## src/rtl/toy_pack.sv

```systemverilog
// Shared types and constants for the toy front-end blocks.
// Contents:
//   FETCH_DATA_WIDTH        width of one fetched line chunk returned to the ROB
//   ROB_ENTRY_ID_WIDTH      width of a ROB entry id
//   ICACHE_SLOT_NUM         default depth of the icache outstanding-request table
//   toy_icache_slot_state_e lifecycle of one outstanding-request slot
package toy_pack;

  localparam int FETCH_DATA_WIDTH   = 32;
  localparam int ROB_ENTRY_ID_WIDTH = 4;
  localparam int ICACHE_SLOT_NUM    = 4;

  typedef enum logic [1:0] {
    FREE   = 2'd0,
    PEND   = 2'd1,
    ISSUED = 2'd2,
    DONE   = 2'd3
  } toy_icache_slot_state_e;

endpackage

```

## src/rtl/toy_icache_resp_slot.sv

```systemverilog
// One entry of the icache outstanding-request table.
// Holds the state of a single fetch plus its address, ROB entry id and
// returned data.
// Ports:
//   clk, rst_n       clock, async active-low reset
//   alloc            capture alloc_addr / alloc_entry_id, FREE -> PEND
//   issue            memory request accepted, PEND -> ISSUED
//   rsp, rsp_data    memory response for this slot, ISSUED -> DONE
//   ack_load         slot copied into the ack register, DONE -> FREE
//   state            current slot state
//   addr, entry_id   captured request fields
//   data             captured response data
//
// state  | meaning
// FREE   | unused, may be allocated
// PEND   | request captured, waiting for the memory handshake
// ISSUED | read sent to memory, waiting for the tagged response
// DONE   | data returned, waiting to be loaded into the ack register
module toy_icache_resp_slot
  import toy_pack::*;
#(
  parameter int ADDR_WIDTH = 32
) (
  input  logic                          clk,
  input  logic                          rst_n,
  input  logic                          alloc,
  input  logic [ADDR_WIDTH-1:0]         alloc_addr,
  input  logic [ROB_ENTRY_ID_WIDTH-1:0] alloc_entry_id,
  input  logic                          issue,
  input  logic                          rsp,
  input  logic [FETCH_DATA_WIDTH-1:0]   rsp_data,
  input  logic                          ack_load,
  output toy_icache_slot_state_e        state,
  output logic [ADDR_WIDTH-1:0]         addr,
  output logic [ROB_ENTRY_ID_WIDTH-1:0] entry_id,
  output logic [FETCH_DATA_WIDTH-1:0]   data
);

  toy_icache_slot_state_e state_q, state_d;

  always_ff @(posedge clk or negedge rst_n) begin
    if (!rst_n) begin
      state_q <= FREE;
    end else begin
      state_q <= state_d;
    end
  end

  // Each event is only honoured in the state it belongs to; a response
  // that hits a FREE/PEND/DONE slot is dropped here.
  always_comb begin
    state_d = state_q;
    unique case (state_q)
      FREE:    if (alloc)    state_d = PEND;
      PEND:    if (issue)    state_d = ISSUED;
      ISSUED:  if (rsp)      state_d = DONE;
      DONE:    if (ack_load) state_d = FREE;
      default: state_d = FREE;
    endcase
  end

  always_ff @(posedge clk or negedge rst_n) begin
    if (!rst_n) begin
      addr     <= '0;
      entry_id <= '0;
      data     <= '0;
    end else begin
      if (alloc && state_q == FREE) begin
        addr     <= alloc_addr;
        entry_id <= alloc_entry_id;
      end
      if (rsp && state_q == ISSUED) begin
        data <= rsp_data;
      end
    end
  end

  assign state = state_q;

endmodule

```

## src/rtl/toy_icache_resp.sv

```systemverilog
// Icache fetch-response engine on the BPU/ROB side.
// Tracks fetch requests in an outstanding-slot table, issues line reads to
// memory, accepts out-of-order tagged responses and returns one ack per
// request to the ROB through a single output register.
// Ports:
//   clk, rst_n                      clock, async active-low reset
//   fetch_req_*                     fetch request in (vld/rdy, addr, ROB entry id)
//   mem_req_*                       memory read request out (vld/rdy, addr, slot tag)
//   mem_rsp_*                       memory response in (always accepted)
//   icache_ack_*                    ack to ROB (vld/rdy, data, original entry id)
//   idle                            table empty and no ack pending
module toy_icache_resp
  import toy_pack::*;
#(
  parameter  int SLOT_NUM      = ICACHE_SLOT_NUM,
  parameter  int ADDR_WIDTH    = 32,
  localparam int SLOT_ID_WIDTH = $clog2(SLOT_NUM)
) (
  input  logic                          clk,
  input  logic                          rst_n,
  input  logic                          fetch_req_vld,
  output logic                          fetch_req_rdy,
  input  logic [ADDR_WIDTH-1:0]         fetch_req_addr,
  input  logic [ROB_ENTRY_ID_WIDTH-1:0] fetch_req_entry_id,
  output logic                          mem_req_vld,
  input  logic                          mem_req_rdy,
  output logic [ADDR_WIDTH-1:0]         mem_req_addr,
  output logic [SLOT_ID_WIDTH-1:0]      mem_req_tag,
  input  logic                          mem_rsp_vld,
  input  logic [SLOT_ID_WIDTH-1:0]      mem_rsp_tag,
  input  logic [FETCH_DATA_WIDTH-1:0]   mem_rsp_data,
  output logic                          icache_ack_vld,
  input  logic                          icache_ack_rdy,
  output logic [FETCH_DATA_WIDTH-1:0]   icache_ack_pld,
  output logic [ROB_ENTRY_ID_WIDTH-1:0] icache_ack_entry_id,
  output logic                          idle
);

  toy_icache_slot_state_e        slot_state    [SLOT_NUM];
  logic [ADDR_WIDTH-1:0]         slot_addr     [SLOT_NUM];
  logic [ROB_ENTRY_ID_WIDTH-1:0] slot_entry_id [SLOT_NUM];
  logic [FETCH_DATA_WIDTH-1:0]   slot_data     [SLOT_NUM];

  logic [SLOT_NUM-1:0] free_vec, pend_vec, done_vec;
  logic [SLOT_NUM-1:0] alloc_vec, issue_vec, rsp_vec, ack_load_vec;

  logic [SLOT_ID_WIDTH-1:0] alloc_idx, pend_low_idx, issue_idx;
  logic [SLOT_ID_WIDTH-1:0] grant_idx, rr_cand, rr_ptr_q;
  logic                     grant_vld;
  logic                     hold_q;
  logic [SLOT_ID_WIDTH-1:0] hold_idx_q;
  logic                     fetch_fire, mem_fire, ack_open, ack_load;

  always_comb begin
    free_vec = '0;
    pend_vec = '0;
    done_vec = '0;
    for (int i = 0; i < SLOT_NUM; i++) begin
      free_vec[i] = (slot_state[i] == FREE);
      pend_vec[i] = (slot_state[i] == PEND);
      done_vec[i] = (slot_state[i] == DONE);
    end
  end

  // Lowest-index FREE and PEND slots.
  always_comb begin
    alloc_idx    = '0;
    pend_low_idx = '0;
    for (int i = SLOT_NUM - 1; i >= 0; i--) begin
      if (free_vec[i]) alloc_idx    = SLOT_ID_WIDTH'(i);
      if (pend_vec[i]) pend_low_idx = SLOT_ID_WIDTH'(i);
    end
  end

  assign fetch_req_rdy = |free_vec;
  assign fetch_fire    = fetch_req_vld && fetch_req_rdy;

  // A stalled memory request stays locked to its slot: otherwise a lower
  // slot allocated during the stall would change addr/tag mid-request.
  always_ff @(posedge clk or negedge rst_n) begin
    if (!rst_n) begin
      hold_q     <= 1'b0;
      hold_idx_q <= '0;
    end else begin
      hold_q     <= mem_req_vld && !mem_req_rdy;
      hold_idx_q <= issue_idx;
    end
  end

  assign issue_idx    = hold_q ? hold_idx_q : pend_low_idx;
  assign mem_req_vld  = |pend_vec;
  assign mem_req_addr = slot_addr[issue_idx];
  assign mem_req_tag  = issue_idx;
  assign mem_fire     = mem_req_vld && mem_req_rdy;

  // Round-robin pick among DONE slots, starting at rr_ptr.
  always_comb begin
    grant_vld = 1'b0;
    grant_idx = rr_ptr_q;
    rr_cand   = '0;
    for (int k = 0; k < SLOT_NUM; k++) begin
      rr_cand = rr_ptr_q + SLOT_ID_WIDTH'(k);
      if (!grant_vld && done_vec[rr_cand]) begin
        grant_vld = 1'b1;
        grant_idx = rr_cand;
      end
    end
  end

  assign ack_open = !icache_ack_vld || icache_ack_rdy;
  assign ack_load = ack_open && grant_vld;

  always_comb begin
    alloc_vec    = '0;
    issue_vec    = '0;
    rsp_vec      = '0;
    ack_load_vec = '0;
    for (int i = 0; i < SLOT_NUM; i++) begin
      alloc_vec[i]    = fetch_fire  && (alloc_idx   == SLOT_ID_WIDTH'(i));
      issue_vec[i]    = mem_fire    && (issue_idx   == SLOT_ID_WIDTH'(i));
      rsp_vec[i]      = mem_rsp_vld && (mem_rsp_tag == SLOT_ID_WIDTH'(i));
      ack_load_vec[i] = ack_load    && (grant_idx   == SLOT_ID_WIDTH'(i));
    end
  end

  for (genvar g = 0; g < SLOT_NUM; g++) begin : g_slot
    toy_icache_resp_slot #(
      .ADDR_WIDTH (ADDR_WIDTH)
    ) u_slot (
      .clk            (clk),
      .rst_n          (rst_n),
      .alloc          (alloc_vec[g]),
      .alloc_addr     (fetch_req_addr),
      .alloc_entry_id (fetch_req_entry_id),
      .issue          (issue_vec[g]),
      .rsp            (rsp_vec[g]),
      .rsp_data       (mem_rsp_data),
      .ack_load       (ack_load_vec[g]),
      .state          (slot_state[g]),
      .addr           (slot_addr[g]),
      .entry_id       (slot_entry_id[g]),
      .data           (slot_data[g])
    );
  end

  always_ff @(posedge clk or negedge rst_n) begin
    if (!rst_n) begin
      icache_ack_vld      <= 1'b0;
      icache_ack_pld      <= '0;
      icache_ack_entry_id <= '0;
      rr_ptr_q            <= '0;
    end else if (ack_load) begin
      icache_ack_vld      <= 1'b1;
      icache_ack_pld      <= slot_data[grant_idx];
      icache_ack_entry_id <= slot_entry_id[grant_idx];
      rr_ptr_q            <= grant_idx + 1'b1;
    end else if (ack_open) begin
      icache_ack_vld      <= 1'b0;
    end
  end

  assign idle = (&free_vec) && !icache_ack_vld;

`ifndef SYNTHESIS
  // Responses to PEND or DONE slots are protocol errors. A FREE slot is
  // tolerated: reads still in flight across a reset come back to FREE slots.
  always_ff @(posedge clk) begin
    if (rst_n && mem_rsp_vld) begin
      assert (slot_state[mem_rsp_tag] == ISSUED || slot_state[mem_rsp_tag] == FREE)
        else $error("toy_icache_resp: response tag %0d hits a non-ISSUED slot", mem_rsp_tag);
    end
  end
`endif

endmodule

```

## config.mk

```make
export PLATFORM = sky130hd
export DESIGN_NAME = toy_icache_resp
export DESIGN_NICKNAME = d
export VERILOG_FILES = /design/src/rtl/toy_pack.sv /design/src/rtl/toy_icache_resp_slot.sv /design/src/rtl/toy_icache_resp.sv
export SDC_FILE = /design/constraint.sdc
export NUM_CORES = 1
export LEC_CHECK = 0
export CORE_MARGIN = 10
export CORE_UTILIZATION = 55
export DETAILED_ROUTE_END_ITERATION = 16
export PLACE_DENSITY = 0.77
export SKIP_CTS_REPAIR_TIMING = 1
export SYNTH_ARGS = -nofsm -noshare
export SYNTH_HDL_FRONTEND = slang
export SYNTH_HIERARCHICAL = 1
export SYNTH_SLANG_ARGS = --single-unit
```

## constraint.sdc

```tcl
create_clock -name clk -period 2.7 [get_ports clk]
set_input_delay 0.54 -clock clk [delete_from_list [all_inputs] [get_ports clk]]
set_output_delay 0.54 -clock clk [all_outputs]
set_load 0.05 [all_outputs]
```

**Run 1: PDN straps and rails**

Drawn at 2 px/µm. Pins as bars on the die edge. Tap cells in grey.
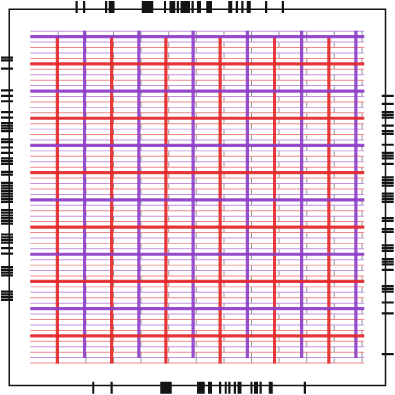
| net | colour |
|---|---|
| VDD | purple |
| VSS | red |
signal pins: 150
tap cells: 378

**Run 1: placement by cell class**

Drawn at 2 px/µm. Fill, decap, tap and diode cells in grey.
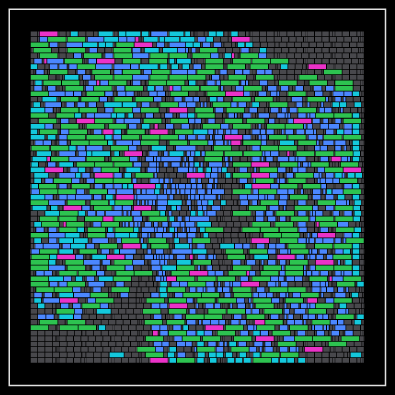
| class | colour | cells |
|---|---|---|
| remaining buffers and delay cells | cyan | 207 |
| registers | green | 322 |
| clock drivers and dummy loads | magenta | 59 |
| remaining logic cells | blue | 699 |

==> flow_summary.toml, run 1 <==
# synthesis and place-and-route metrics
[critical_path]
reg2reg_depth = 8
critPathSlowestCell = "mux4_2"
critPathMaxFanout = 8
r2r_start = "g_slot[2].u_slot/state[0]"

[detailed_routing]
drt_iter0_drc = 624
vias = 9533
drtAntennaViolNets = 0
detail_route.first_pass.iterations = 6

[yosys]
top_area_cell = "dfrtp_1"
avgSynthCellArea_um2 = 14.1
synth-edff-count = 0
ys_dominant_reg_cell = "dfrtp_1"
top_cell_area_share = 0.523
syn_area_mm2 = 0.0154
yosys-stat-area_mm2 = 0.0154
synthTopCellsByArea = "dfrtp_1 52%, mux2_2 15%, mux2_1 5.3%"

[finish]
numSequentialCells = 322
finalInstanceArea_mm2 = 0.0190
comb_share = 0.344
antennaDiodeCount = 0
regArea_mm2 = 0.00806
inv_count = 65

[timing]
hold_violations = 1
hold_slack_ns = -0.00177
rsz0062_at_grt = "yes"
fin_ws_ns = -0.291
finalSetupViolCount = 33

[cts]
cts_root_buf = "clkbuf_16"
cts_tree = "built"
clock_path_buffers = 3
clkTransAtPathRegs_ns = 0.06

[run_status]
status = "complete, but fails checks"
violations = "hold timing, setup timing"

[global_route]
use_met2 = 0.334
grtUsageMet1 = 0.237

[floorplanning]
fp-utilization = 0.556

[placement]
place_area_mm2 = 0.0177
**Run 1: clock distribution**

Drawn at 2 px/µm.
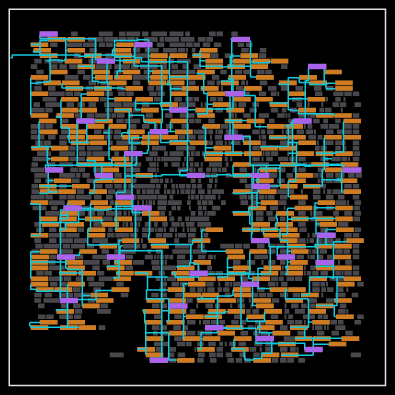
[flip-flops] orange | count: 322
[clock wires] cyan | length: 3840 µm
[clock-net drivers] purple | count: 35
routed clock nets: 36
flops lie: all over the die
clk_lat worst skew: 0.50 ns

==> run 1 -> run 2 <==
--- a/config.mk
+++ b/config.mk
@@ -7,9 +7,10 @@
 export LEC_CHECK = 0
 export CORE_MARGIN = 10
 export CORE_UTILIZATION = 55
+export CTS_BUF_LIST = sky130_fd_sc_hd__clkbuf_8
 export DETAILED_ROUTE_END_ITERATION = 16
 export PLACE_DENSITY = 0.77
-export SKIP_CTS_REPAIR_TIMING = 1
+export SLEW_MARGIN = 20
 export SYNTH_ARGS = -nofsm -noshare
 export SYNTH_HDL_FRONTEND = slang
 export SYNTH_HIERARCHICAL = 1
**Run 2: PDN straps and rails**

Drawn at 2 px/µm. Pins as bars on the die edge. Tap cells in grey.
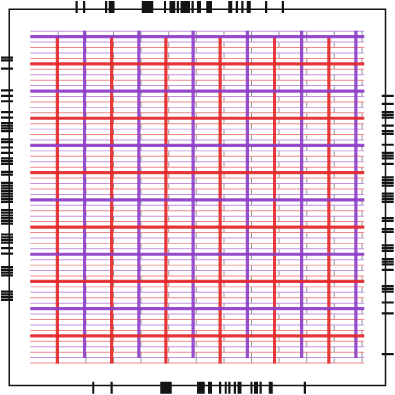
| net | colour |
|---|---|
| VDD | purple |
| VSS | red |
tap cells: 378
met1 rails: 62
met5 straps: 12
met4 straps: 12
rows: 61

**Run 2: placement by cell class**

Drawn at 2 px/µm. Fill, decap, tap and diode cells in grey.
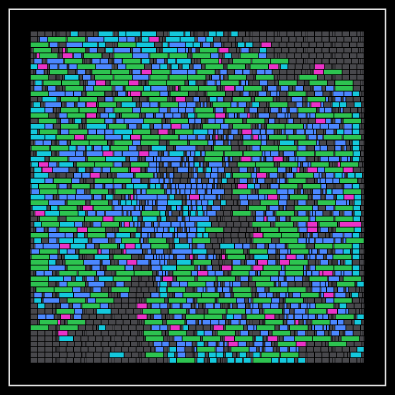
| class | colour | cells |
|---|---|---|
| remaining buffers and delay cells | cyan | 210 |
| clock drivers and dummy loads | magenta | 91 |
| remaining logic cells | blue | 700 |
| registers | green | 322 |
sequential cell area share: 0.423
Core ar.: 0.0277 mm²
post-layout util: 0.688
Design Area, Final: 0.0191 mm²
Rows: 61

==> flow_summary.toml, run 2 <==
# synthesis and place-and-route metrics
[critical_path]
critPathSlowestCell = "mux4_2"
r2r_start = "g_slot[2].u_slot/state[0]"
critPathMaxFanout = 5

[cts]
clock_path_buffers = 3
clkTransAtPathRegs_ns = 0.06
cts_tree = "built"
clock_latency_ns = 0.57

[timing]
finalSetupViolCount = 33
fin_ws_ns = -0.368

[detailed_routing]
vias = 9654
detail_route.first_pass.iterations = 4
drtAntennaViolNets = 0

[yosys]
top_area_cell = "dfrtp_1"
top_cell_area_share = 0.523
synthTopCellsByArea = "dfrtp_1 52%, mux2_2 15%, mux2_1 5.3%"
synth-edff-count = 0
syn_area_mm2 = 0.0154

[finish]
numSequentialCells = 322
inv_count = 66
regArea_mm2 = 0.00806

[run_status]
violations = "setup timing"
status = "complete, but fails checks"
==> run 2 -> run 3 <==
--- a/config.mk
+++ b/config.mk
@@ -9,7 +9,7 @@
 export CORE_UTILIZATION = 55
 export CTS_BUF_LIST = sky130_fd_sc_hd__clkbuf_8
 export DETAILED_ROUTE_END_ITERATION = 16
-export PLACE_DENSITY = 0.77
+export PLACE_DENSITY_LB_ADDON = 0.05
 export SLEW_MARGIN = 20
 export SYNTH_ARGS = -nofsm -noshare
 export SYNTH_HDL_FRONTEND = slang
**Run 3: routed metal, one colour a layer**

Drawn at 2 px/µm.
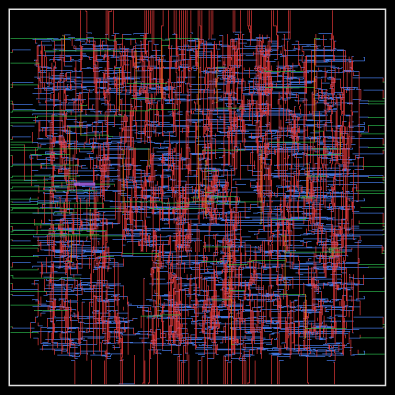
| layer | colour | wire length |
|---|---|---|
| M2 | red | 17800 µm |
| M3 | green | 1850 µm |
| M4 | orange | 553 µm |
| M1 | blue | 15100 µm |
| M5 | purple | 9.20 µm |
via count: 9645
final wirelength: 35400 µm

**Run 3: PDN straps and rails**

Drawn at 2 px/µm. Pins as bars on the die edge. Tap cells in grey.
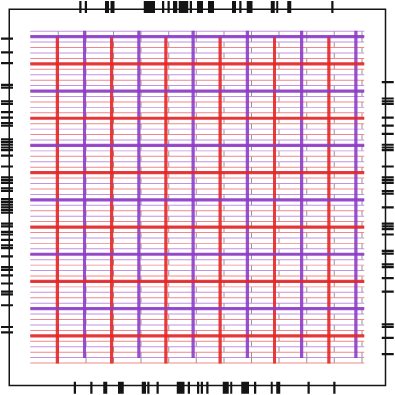
| net | colour |
|---|---|
| VDD | purple |
| VSS | red |
tap cells: 378
met1 rails: 62
rows: 61
die height: 187 µm
Die Wd: 187 µm

==> flow_summary.toml, run 3 <==
# synthesis and place-and-route metrics
[cts]
cts_tree = "built"
clock_path_buffers = 3
clock_latency_ns = 0.58
clkTransAtPathRegs_ns = 0.06

[finish]
seq_share = 0.423
numSequentialCells = 322
utilization = 0.688
finalInstanceArea_mm2 = 0.0191
inv_count = 64
regArea_mm2 = 0.00806

[timing]
fin_ws_ns = -0.394
finalSetupViolCount = 33

[run_status]
violations = "setup timing"
status = "complete, but fails checks"

[global_route]
grt_pass1_wl_um = 58000

[yosys]
ys_dominant_reg_cell = "dfrtp_1"
top_cell_area_share = 0.523
syn_area_mm2 = 0.0154
top_area_cell = "dfrtp_1"

[critical_path]
r2r_start = "g_slot[3].u_slot/state[1]"

[placement]
gp_congestion = 0.807

[floorplanning]
rows = 61
coreArea_mm2 = 0.0277
